### src/rtl/mc_sequencer_if.sv
// rtl/mc_sequencer_if.sv - shared instruction/data memory request handshake
interface mc_sequencer_if;
    logic mem_req;
    logic mem_we;
    logic adr_src;
    logic mem_ready;

    modport master (
        output mem_req,
        output mem_we,
        output adr_src,
        input  mem_ready
    );

    modport slave (
        input  mem_req,
        input  mem_we,
        input  adr_src,
        output mem_ready
    );
endinterface

### src/rtl/mc_sequencer.sv
// rtl/mc_sequencer.sv - multi-cycle RV32I-subset control FSM over one shared memory port
// Optional MC_SEQ_PERF_EN adds cycle/instret performance counters.
module mc_sequencer #(
    parameter int MEM_TIMEOUT = 16,
    parameter int PERF_W      = 32
) (
    input  logic              clk,
    input  logic              rst_n,
    input  logic [31:0]       instr_i,
    input  logic              eq_i,
    mc_sequencer_if.master    mem,
    output logic              pc_en_o,
    output logic              ir_en_o,
    output logic              reg_write_o,
    output logic [1:0]        alu_src_a_o,
    output logic [1:0]        alu_src_b_o,
    output logic [1:0]        result_src_o,
    output logic [1:0]        imm_src_o,
    output logic [2:0]        alu_ctrl_o,
    output logic              retire_o,
`ifdef MC_SEQ_PERF_EN
    output logic [PERF_W-1:0] cycle_cnt_o,
    output logic [PERF_W-1:0] instret_cnt_o,
`endif
    output logic              trap_o
);

    typedef enum logic [3:0] {
        S_FETCH, S_DECODE, S_MEMADR, S_MEMREAD, S_MEMWB, S_MEMWRITE,
        S_EXEC_R, S_EXEC_I, S_ALUWB, S_BEQ, S_JAL, S_TRAP
    } state_t;

    localparam int WAIT_W = (MEM_TIMEOUT > 1) ? $clog2(MEM_TIMEOUT) : 1;
    localparam logic [WAIT_W-1:0] TMO_LAST =
        (MEM_TIMEOUT > 0) ? WAIT_W'(MEM_TIMEOUT - 1) : '0;

    if (PERF_W < 1) begin : g_perf_w_chk
        $error("PERF_W must be at least 1");
    end

    state_t            state_q, state_d;
    logic [WAIT_W-1:0] wait_q, wait_d;

    logic [6:0] op;
    logic [2:0] funct3;
    logic       funct7b5;
    logic       tmo_hit;
    logic       unused_instr;

    assign op           = instr_i[6:0];
    assign funct3       = instr_i[14:12];
    assign funct7b5     = instr_i[30];
    assign unused_instr = ^{instr_i[31], instr_i[29:15], instr_i[11:7]};
    assign tmo_hit      = (MEM_TIMEOUT != 0) && (wait_q == TMO_LAST);

    function automatic logic [2:0] alu_map(input logic [2:0] f3, input logic sub);
        case (f3)
            3'b000:  alu_map = sub ? 3'b001 : 3'b000;
            3'b111:  alu_map = 3'b010;
            3'b110:  alu_map = 3'b011;
            3'b100:  alu_map = 3'b100;
            3'b010:  alu_map = 3'b101;
            3'b001:  alu_map = 3'b110;
            3'b101:  alu_map = 3'b111;
            default: alu_map = 3'b000;
        endcase
    endfunction

    always_ff @(posedge clk or negedge rst_n) begin
        if (!rst_n) begin
            state_q <= S_FETCH;
            wait_q  <= '0;
        end else begin
            state_q <= state_d;
            wait_q  <= wait_d;
        end
    end

    // Outputs are forced low while rst_n is low so an in-flight request drops at once.
    always_comb begin
        state_d      = state_q;
        pc_en_o      = 1'b0;
        ir_en_o      = 1'b0;
        mem.adr_src  = 1'b0;
        mem.mem_req  = 1'b0;
        mem.mem_we   = 1'b0;
        reg_write_o  = 1'b0;
        alu_src_a_o  = 2'b00;
        alu_src_b_o  = 2'b00;
        result_src_o = 2'b00;
        imm_src_o    = 2'b00;
        alu_ctrl_o   = 3'b000;
        retire_o     = 1'b0;
        trap_o       = 1'b0;
        if (rst_n) begin
            case (state_q)
                S_FETCH: begin
                    mem.mem_req = 1'b1;
                    if (mem.mem_ready) begin
                        ir_en_o      = 1'b1;
                        pc_en_o      = 1'b1;
                        alu_src_b_o  = 2'b10;
                        result_src_o = 2'b10;
                        state_d      = S_DECODE;
                    end else if (tmo_hit) begin
                        state_d = S_TRAP;
                    end
                end
                S_DECODE: begin
                    alu_src_a_o = 2'b01;
                    alu_src_b_o = 2'b01;
                    imm_src_o   = 2'b10;
                    case (op)
                        7'b0000011, 7'b0100011: state_d = S_MEMADR;
                        7'b0110011:             state_d = S_EXEC_R;
                        7'b0010011:             state_d = S_EXEC_I;
                        7'b1100011:             state_d = (funct3 == 3'b000) ? S_BEQ : S_TRAP;
                        7'b1101111:             state_d = S_JAL;
                        default:                state_d = S_TRAP;
                    endcase
                end
                S_MEMADR: begin
                    alu_src_a_o = 2'b10;
                    alu_src_b_o = 2'b01;
                    imm_src_o   = op[5] ? 2'b01 : 2'b00;
                    state_d     = op[5] ? S_MEMWRITE : S_MEMREAD;
                end
                S_MEMREAD: begin
                    mem.mem_req = 1'b1;
                    mem.adr_src = 1'b1;
                    if (mem.mem_ready)  state_d = S_MEMWB;
                    else if (tmo_hit)   state_d = S_TRAP;
                end
                S_MEMWB: begin
                    result_src_o = 2'b01;
                    reg_write_o  = 1'b1;
                    retire_o     = 1'b1;
                    state_d      = S_FETCH;
                end
                S_MEMWRITE: begin
                    mem.mem_req = 1'b1;
                    mem.mem_we  = 1'b1;
                    mem.adr_src = 1'b1;
                    if (mem.mem_ready) begin
                        retire_o = 1'b1;
                        state_d  = S_FETCH;
                    end else if (tmo_hit) begin
                        state_d = S_TRAP;
                    end
                end
                S_EXEC_R: begin
                    alu_src_a_o = 2'b10;
                    alu_ctrl_o  = alu_map(funct3, funct7b5);
                    state_d     = S_ALUWB;
                end
                S_EXEC_I: begin
                    alu_src_a_o = 2'b10;
                    alu_src_b_o = 2'b01;
                    alu_ctrl_o  = alu_map(funct3, 1'b0);
                    state_d     = S_ALUWB;
                end
                S_ALUWB: begin
                    reg_write_o = 1'b1;
                    retire_o    = 1'b1;
                    state_d     = S_FETCH;
                end
                S_BEQ: begin
                    alu_src_a_o = 2'b10;
                    alu_ctrl_o  = 3'b001;
                    pc_en_o     = eq_i;
                    retire_o    = 1'b1;
                    state_d     = S_FETCH;
                end
                S_JAL: begin
                    alu_src_a_o = 2'b01;
                    alu_src_b_o = 2'b10;
                    pc_en_o     = 1'b1;
                    reg_write_o = 1'b1;
                    retire_o    = 1'b1;
                    state_d     = S_FETCH;
                end
                S_TRAP: begin
                    trap_o = 1'b1;
                end
                default: state_d = S_TRAP;
            endcase
        end
    end

    always_comb begin
        wait_d = wait_q;
        if (state_d != state_q)
            wait_d = '0;
        else if (mem.mem_req && !mem.mem_ready)
            wait_d = wait_q + 1'b1;
    end

`ifdef MC_SEQ_PERF_EN
    logic [PERF_W-1:0] cycle_q, instret_q;

    always_ff @(posedge clk or negedge rst_n) begin
        if (!rst_n) begin
            cycle_q   <= '0;
            instret_q <= '0;
        end else begin
            cycle_q   <= cycle_q + 1'b1;
            instret_q <= instret_q + {{(PERF_W-1){1'b0}}, retire_o};
        end
    end

    assign cycle_cnt_o   = cycle_q;
    assign instret_cnt_o = instret_q;
`endif

endmodule

### src/flat_wrapper.sv
// flat-port wrapper written by rule: the top's interface ports become plain ports
module mc_sequencer_flat 
#(
    parameter int MEM_TIMEOUT = 16,
    parameter int PERF_W      = 32
)
  (clk, rst_n, instr_i, eq_i, pc_en_o, ir_en_o, reg_write_o, alu_src_a_o, alu_src_b_o, result_src_o, imm_src_o, alu_ctrl_o, retire_o, trap_o, mem_mem_req, mem_mem_we, mem_adr_src, mem_mem_ready);
  mc_sequencer_if mem_i ();
  input  logic clk;
  input  logic rst_n;
  input  logic [31:0] instr_i;
  input  logic eq_i;
  output logic pc_en_o;
  output logic ir_en_o;
  output logic reg_write_o;
  output logic [1:0] alu_src_a_o;
  output logic [1:0] alu_src_b_o;
  output logic [1:0] result_src_o;
  output logic [1:0] imm_src_o;
  output logic [2:0] alu_ctrl_o;
  output logic retire_o;
  output logic trap_o;
  output wire logic [$bits(mem_i.mem_req)-1:0] mem_mem_req;
  output wire logic [$bits(mem_i.mem_we)-1:0] mem_mem_we;
  output wire logic [$bits(mem_i.adr_src)-1:0] mem_adr_src;
  input wire logic [$bits(mem_i.mem_ready)-1:0] mem_mem_ready;
  assign mem_mem_req = mem_i.mem_req;
  assign mem_mem_we = mem_i.mem_we;
  assign mem_adr_src = mem_i.adr_src;
  assign mem_i.mem_ready = mem_mem_ready;
  mc_sequencer #(.MEM_TIMEOUT(MEM_TIMEOUT), .PERF_W(PERF_W)) u_core (.clk(clk), .rst_n(rst_n), .instr_i(instr_i), .eq_i(eq_i), .mem(mem_i), .pc_en_o(pc_en_o), .ir_en_o(ir_en_o), .reg_write_o(reg_write_o), .alu_src_a_o(alu_src_a_o), .alu_src_b_o(alu_src_b_o), .result_src_o(result_src_o), .imm_src_o(imm_src_o), .alu_ctrl_o(alu_ctrl_o), .retire_o(retire_o), .trap_o(trap_o));
endmodule
### config.mk
export PLATFORM = sky130hd
export DESIGN_NAME = mc_sequencer_flat
export DESIGN_NICKNAME = d
export VERILOG_FILES = /design/src/rtl/mc_sequencer_if.sv /design/src/rtl/mc_sequencer.sv /design/src/flat_wrapper.sv
export SDC_FILE = /design/constraint.sdc
export NUM_CORES = 1
export LEC_CHECK = 0
export CAP_MARGIN = 20
export CELL_PAD_IN_SITES_DETAIL_PLACEMENT = 1
export CELL_PAD_IN_SITES_GLOBAL_PLACEMENT = 1
export CORE_MARGIN = 1.5
export CORE_UTILIZATION = 30
export DETAILED_ROUTE_END_ITERATION = 10
export GPL_TIMING_DRIVEN = 0
export PLACE_DENSITY = 0.86
export SYNTH_ARGS = -nofsm -noshare
export SYNTH_HDL_FRONTEND = slang
export SYNTH_SLANG_ARGS = --single-unit
### constraint.sdc
create_clock -name clk -period 2.69 [get_ports clk]
set_input_delay 0.269 -clock clk [delete_from_list [all_inputs] [get_ports clk]]
set_output_delay 0.269 -clock clk [all_outputs]
set_load 0.01 [all_outputs]
**Run 1: sizing map**

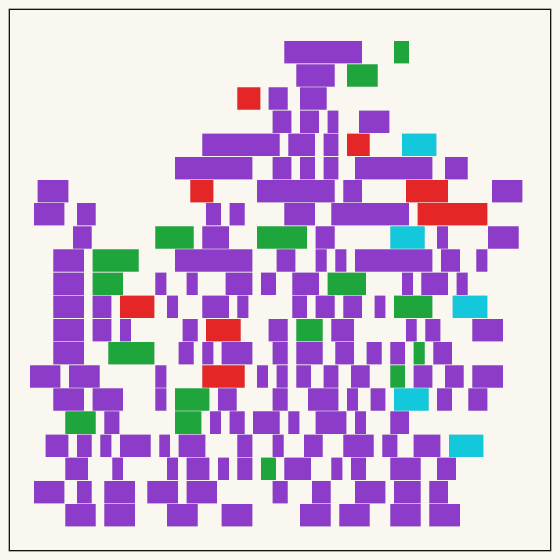
legend:
  drive 3 to 4:
    color: red
    cells: 8
    most_used: clkbuf_4
  drive 1 or less:
    color: purple
    cells: 147
    most_used: clkdlybuf4s50_1
  drive 6 and up:
    color: cyan
    cells: 5
    most_used: buf_6
  drive 2:
    color: green
    cells: 16

**Run 1: port wiring**

Scale bar: 20 um.
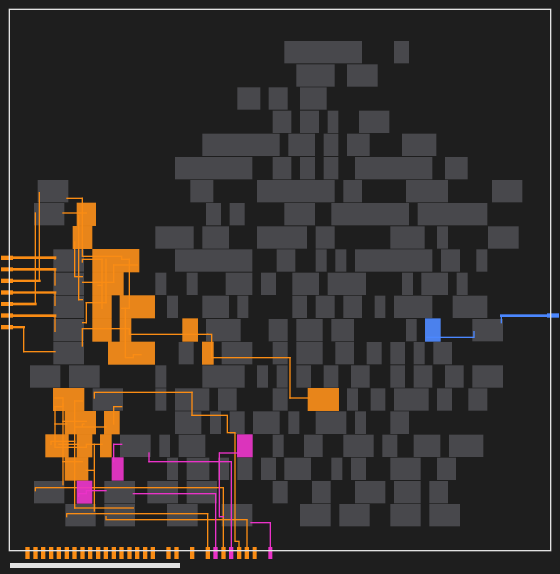
legend:
  trap_o:
    color: blue
    bits: 1
    direction: output
    edge: east
    end_cells: 1
    buffers: 1
    wire: 12.3 um
  alu_ctrl_o:
    color: magenta
    bits: 3
    direction: output
    edge: south
    end_cells: 3
    buffers: 3
    wire: 59.0 um
  instr_i:
    color: orange
    bits: 32
    direction: input
    edge: 25 south, 7 west
    end_cells: 19
    buffers: 11
    wire: 348 um

**Run 1: metal layers overlaid**

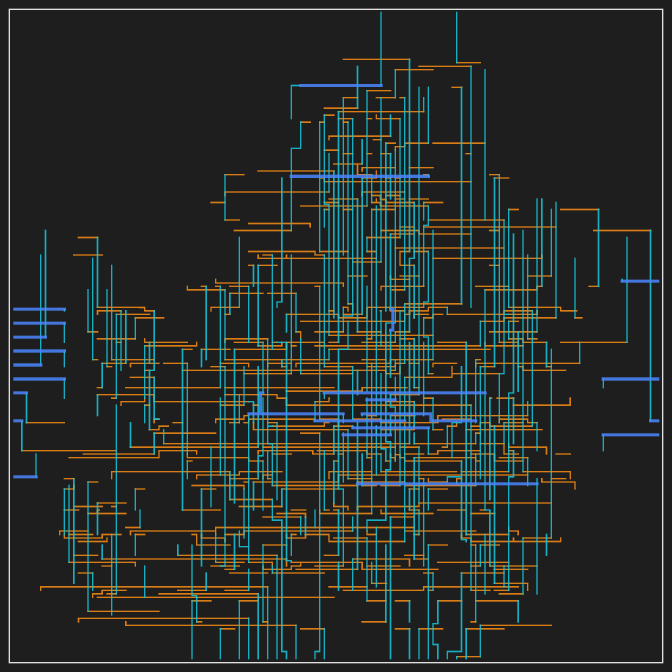
legend:
  met1:
    color: orange
    wire_length: 1620 um
  met3:
    color: blue
    wire_length: 147 um
  met2:
    color: cyan
    wire_length: 1950 um
DRT Wirelength: 3.716 mm
GRT Util Overall: 18.43%
average wire per standard cell: 16.74 um

==> impl_metrics.csv, run 1 <==
group,metric,value,unit
power,power.switching,0.0007328,W
global_route,globalRouteOverflowTotal,0,
layout,area.share.sequential,13.25,%
global_route,grt_antenna_before_repair,0,
clock_network,clock_tree.buffer_depth,2,
power,vdd_drop_max,0.0002200,V
synthesis,synthCells,139,
outcome,status,"completed",
setup_path,critPathMaxFanout,10,
clock_network,cts_setup_buffers,0,
layout,final_net_count,215,
setup_path,timing.rr.end,"u_core.wait_q[2]",
detailed_routing,drtAntennaViolNets,0,
floorplan,num_io_pins,55,
clock_network,number_of_clock_sinks_seen_by_cts,8,
global_route,grtUsageMet3,2.500,%
clock_network,cts_repair_resize_count,1,
global_route,top_usage_layer,"met2",
floorplan,tapcell.inserted,46,
timing,upper_clock_frequency_limit,404.9,MHz
layout,synthToLayoutAreaGrowth,37.90,%
placed_design,io_buffer_count,33,
layout,fillers,438,
layout,clock_buffer_count,3,
clock_network,clk_root_buffer_cell,"sky130_fd_sc_hd__clkbuf_4",
run 1: kinds of logic (layout without fill, tap and decap cells):
kind of cell	count (synthesis)	count (layout)	synth area share, %
XOR/XNOR	5	5	3.995
buffers and inverters	12	49	7.761
multiplexers	5	5	5.822
AND/OR/NAND/NOR	73	73	39.50
AND-OR/OR-AND	35	35	23.52
flip-flops	8	8	18.26
adder cells (fa/ha/maj)	1	1	1.141
run 1: registers in the layout, indices dropped and copies added (netlist names):
name / count
u_core.wait_q: 4
u_core.state_q: 4
run 1: power by group through the flow:
stage,logic (W),registers (W),clock network [W]
finish,0.00117,0.000203,0.0000910
global route,0.00126,0.000207,0.000103
CTS,0.00116,0.000202,0.0000952
detailed placement,0.00116,0.000204,0
global placement,0.00112,0.000199,0
floorplan,0.000811,0.000190,0
--- run 2 (diff from run 1) ---
--- a/config.mk
+++ b/config.mk
@@ -11,7 +11,7 @@
 export CORE_MARGIN = 1.5
 export CORE_UTILIZATION = 30
 export DETAILED_ROUTE_END_ITERATION = 10
-export GPL_TIMING_DRIVEN = 0
+export GPL_TIMING_DRIVEN = 1
 export PLACE_DENSITY = 0.86
 export SYNTH_ARGS = -nofsm -noshare
 export SYNTH_HDL_FRONTEND = slang
==> impl_metrics.csv, run 2 <==
group,metric,value,unit
outcome,status,"completed",
global_route,gr-usage-met2,31.71,%
layout,final_net_count,213,
placed_design,io_buffer_count,33,
global_route,grt_antenna_before_repair,0,
power,vdd_drop_max,0.0003729,V
layout,synthToLayoutAreaGrowth,35.84,%
power,power_combinational,0.000999,W
global_route,top_usage_layer,"met2",
global_route,grtUsageMet3,1.607,%
setup_path,worst_setup_path_startpoint,"u_core.state_q[0]",
floorplan,num_io_pins,55,
setup_path,worst-endpoint-arrival,2.30,ns
power,maxPowerGroup,"combinational cells",
power,clock_power,0.0000883,W
clock_network,clock_tree.buffer_depth,2,
clock_network,clk_root_buffer_cell,"sky130_fd_sc_hd__clkbuf_4",
layout,reg.largest.list,"u_core.state_q x4, u_core.wait_q x4",
clock_network,cts_setup_buffers,0,
timing,fin_worst_hold_slack,0.2766,ns
clock_network,number_of_clock_sinks_seen_by_cts,8,
power,power.switching,0.0007081,W
placed_design,place.detailed.instances,217,
setup_path,critPathMaxFanout,20,
global_route,globalRouteOverflowTotal,0,
detailed_routing,drtAntennaViolNets,0,
synthesis,ys_seq_share,18.26,%
flow_run,warning_count,47,
power,pwr.group.sequential,0.000288,W
setup_path,worstSetupStartpointType,"register",
layout,layout.cells.non_filler,220,
detailed_routing,detailroute.wirelength.met2,1.818,mm
synthesis,synth-async-reset-ratio,100.0,%
setup_path,timing.rr.end,"u_core.wait_q[3]",
layout,layout.cells.most_common,"sky130_fd_sc_hd__clkdlybuf4s50_1",
detailed_routing,drcViolationCount,0,
synthesis,synthCells,139,
clock_network,cts_repair_resize_count,0,
timing,worst_slew_pin_slew,0.7489,ns
timing,upper_clock_frequency_limit,388.6,MHz
synthesis,syn-cell-area,1096,um2
==> run 2: cells by family (layout without fill, tap and decap cells) <==
family / after synthesis / count (layout) / synth area share (%)
flip-flops: 8 / 8 / 18.26
multiplexers: 5 / 5 / 5.822
AND-OR/OR-AND: 35 / 35 / 23.52
adder cells (fa/ha/maj): 1 / 1 / 1.141
buffers and inverters: 12 / 47 / 7.761
AND/OR/NAND/NOR: 73 / 73 / 39.50
XOR/XNOR: 5 / 5 / 3.995
==> run 2: area by class of cell <==
| class | instances | area (um2) |
|---|---|---|
| clock buffer | 3 | 22.52 |
| tap | 46 | 57.56 |
| fill | 450 | 1927 |
| inverter | 4 | 15.01 |
| multi-input combinational | 119 | 810.8 |
| sequential | 8 | 200.2 |
| timing repair buffer | 40 | 382.9 |
**Run 2: port wiring**

Scale bar: 20 um.
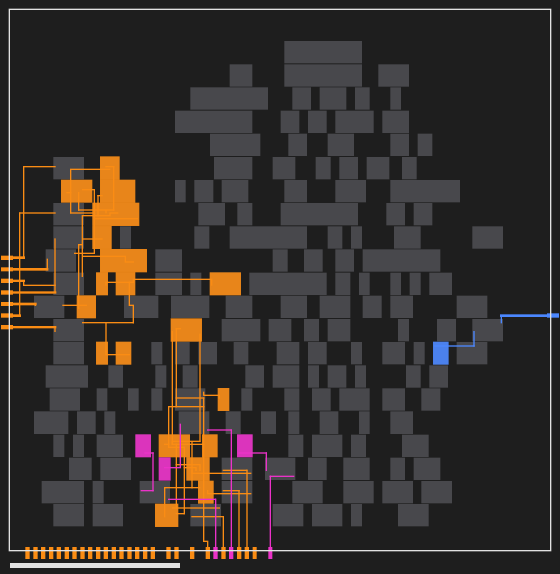
legend:
  alu_ctrl_o:
    color: magenta
    bits: 3
    direction: output
    edge: south
    end_cells: 3
    buffers: 3
    wire: 57.7 um
  trap_o:
    color: blue
    bits: 1
    direction: output
    edge: east
    end_cells: 1
    buffers: 1
    wire: 12.4 um
  instr_i:
    color: orange
    bits: 32
    direction: input
    edge: 25 south, 7 west
    end_cells: 19
    buffers: 11
    wire: 327 um

**Run 2: cell placement**

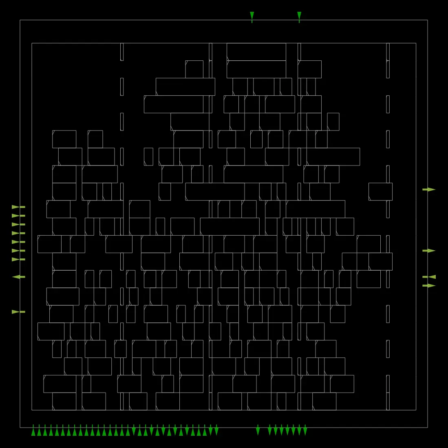
Taps Inserted: 46
number of cell rows: 21

**Run 2: metal layers overlaid**

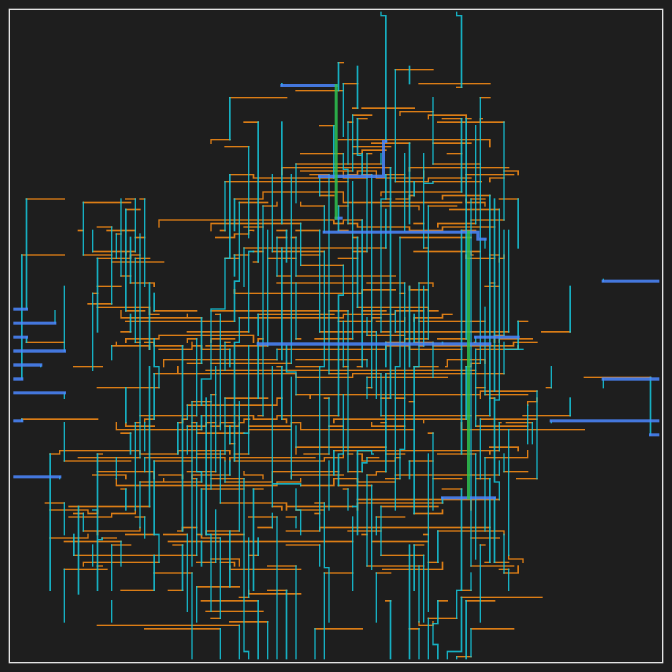
legend:
  met2:
    color: cyan
    wire_length: 1820 um
  met4:
    color: green
    wire_length: 38.8 um
  met1:
    color: orange
    wire_length: 1600 um
  met3:
    color: blue
    wire_length: 109 um
average wire per standard cell: 16.19 um
DRT Wirelength: 3.562 mm
GRT Util Overall: 17.99%
Via Count: 1199

--- run 3 (diff from run 2) ---
--- a/config.mk
+++ b/config.mk
@@ -5,7 +5,7 @@
 export SDC_FILE = /design/constraint.sdc
 export NUM_CORES = 1
 export LEC_CHECK = 0
-export CAP_MARGIN = 20
+export CAP_MARGIN = 30
 export CELL_PAD_IN_SITES_DETAIL_PLACEMENT = 1
 export CELL_PAD_IN_SITES_GLOBAL_PLACEMENT = 1
 export CORE_MARGIN = 1.5
**Run 3: cells colored by class**

Fill, decap, tap and diode cells in gray.
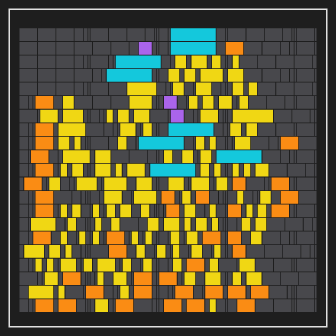
legend:
  cells driving clock nets:
    color: purple
    cells: 3
    share_of_their_area: 1.6%
  flops:
    color: cyan
    cells: 8
    share_of_their_area: 14%
  other buffers and delay cells:
    color: orange
    cells: 40
    share_of_their_area: 27%
  all other logic:
    color: yellow
    cells: 123
    share_of_their_area: 58%

**Run 3: metal layers overlaid**

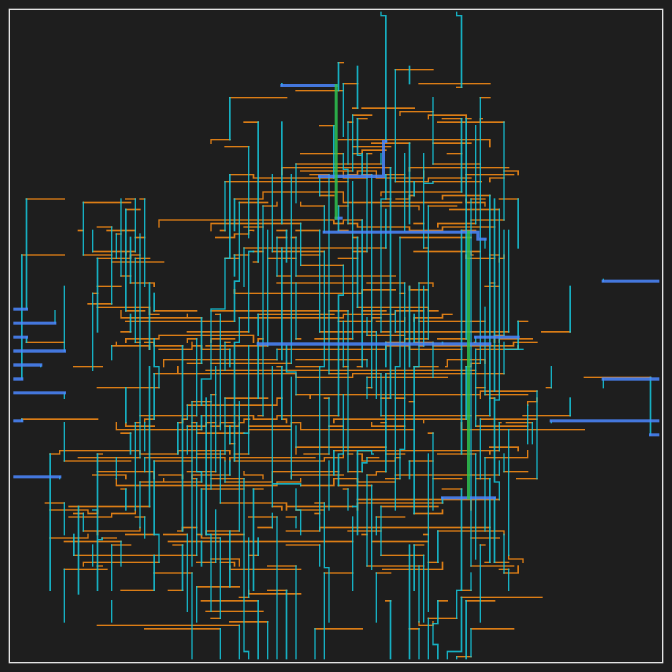
legend:
  met1:
    color: orange
    wire_length: 1600 um
  met2:
    color: cyan
    wire_length: 1820 um
  met3:
    color: blue
    wire_length: 109 um
  met4:
    color: green
    wire_length: 38.8 um

==> impl_metrics.csv, run 3 <==
group,metric,value,unit
global_route,top_usage_layer,"met2",
outcome,status,"completed",
clock_network,cts_repair_resize_count,0,
power,power.switching,0.0007081,W
flow_run,warning_count,47,
global_route,globalRouteOverflowTotal,0,
timing,worst_slew_pin_slew,0.7489,ns
power,power_combinational,0.000999,W
timing,upper_clock_frequency_limit,388.6,MHz
synthesis,ys_seq_share,18.26,%
detailed_routing,average_wire_per_standard_cell,16.19,um
global_route,groute.usage.overall,17.99,%
layout,layout.cells.non_filler,220,
layout,layout.cells.most_common,"sky130_fd_sc_hd__clkdlybuf4s50_1",
clock_network,number_of_clock_sinks_seen_by_cts,8,
synthesis,synth-async-reset-ratio,100.0,%
floorplan,core.rowCount,21,
global_route,gr-usage-met2,31.71,%
detailed_routing,detailroute.wirelength.met2,1.818,mm
layout,reg.largest.list,"u_core.state_q x4, u_core.wait_q x4",
placed_design,place.detailed.instances,217,
setup_path,critPathMaxFanout,20,
detailed_routing,drcViolationCount,0,
clock_network,clk_root_buffer_cell,"sky130_fd_sc_hd__clkbuf_4",
power,maxPowerGroup,"combinational cells",
global_route,grt_antenna_before_repair,0,
clock_network,cts_tree,"done",
detailed_routing,vias,1199,
clock_network,clock_tree.buffer_depth,2,
layout,fillers,450,
power,vdd_drop_max,0.0003729,V
setup_path,worst-endpoint-arrival,2.30,ns
synthesis,syn-cell-area,1096,um2
global_route,grtUsageMet3,1.607,%
power,intPower,0.0006670,W
setup_path,worstSetupStartpointType,"register",
detailed_routing,drtAntennaViolNets,0,
power,pwr.group.sequential,0.000288,W
layout,final-seq-area,200.2,um2
**Run 3: sizing map**

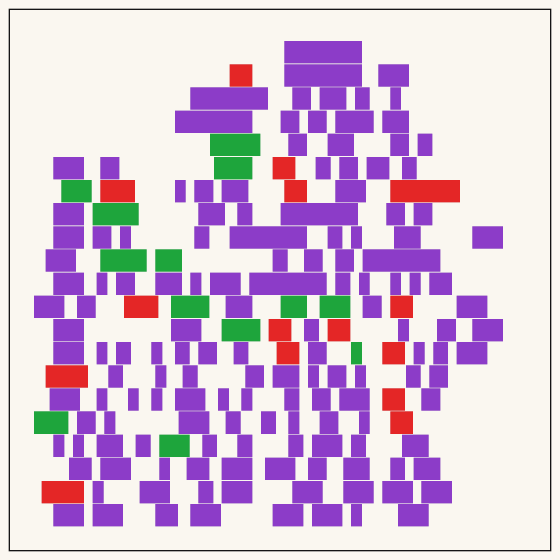
legend:
  drive 2:
    color: green
    cells: 13
    most_used: nor3_2
  drive 1 or less:
    color: purple
    cells: 146
    most_used: clkdlybuf4s50_1
  drive 3 to 4:
    color: red
    cells: 15
    most_used: buf_4
Layout Cell Area excl Fill: 1489 um2
Area growth, synth to finish: 35.84%
buffer count excluding the clock tree in the final layout: 40

## run 3: cell counts in the layout (fill, tap and decap cells not counted)
No cell type changed its count.
## run 3: cell type report
type / count / share of cell area [%]
inverter: 4 / 1.008
tap: 46 / 3.866
multi-input combinational: 119 / 54.45
timing repair buffer: 40 / 25.71
clock buffer: 3 / 1.513
sequential: 8 / 13.45
## run 3: cells by family after synthesis
group | Yosys count | synth area share [%]
adders and majority gates | 1 | 1.141
buffers and inverters | 12 | 7.761
xor gates and xnor gates | 5 | 3.995
AOI/OAI and AO/OA | 35 | 23.52
and+or+nand+nor | 73 | 39.50
DFF | 8 | 18.26
muxes | 5 | 5.822
Power figures rest on the tool's default switching activity, not on a simulated workload.
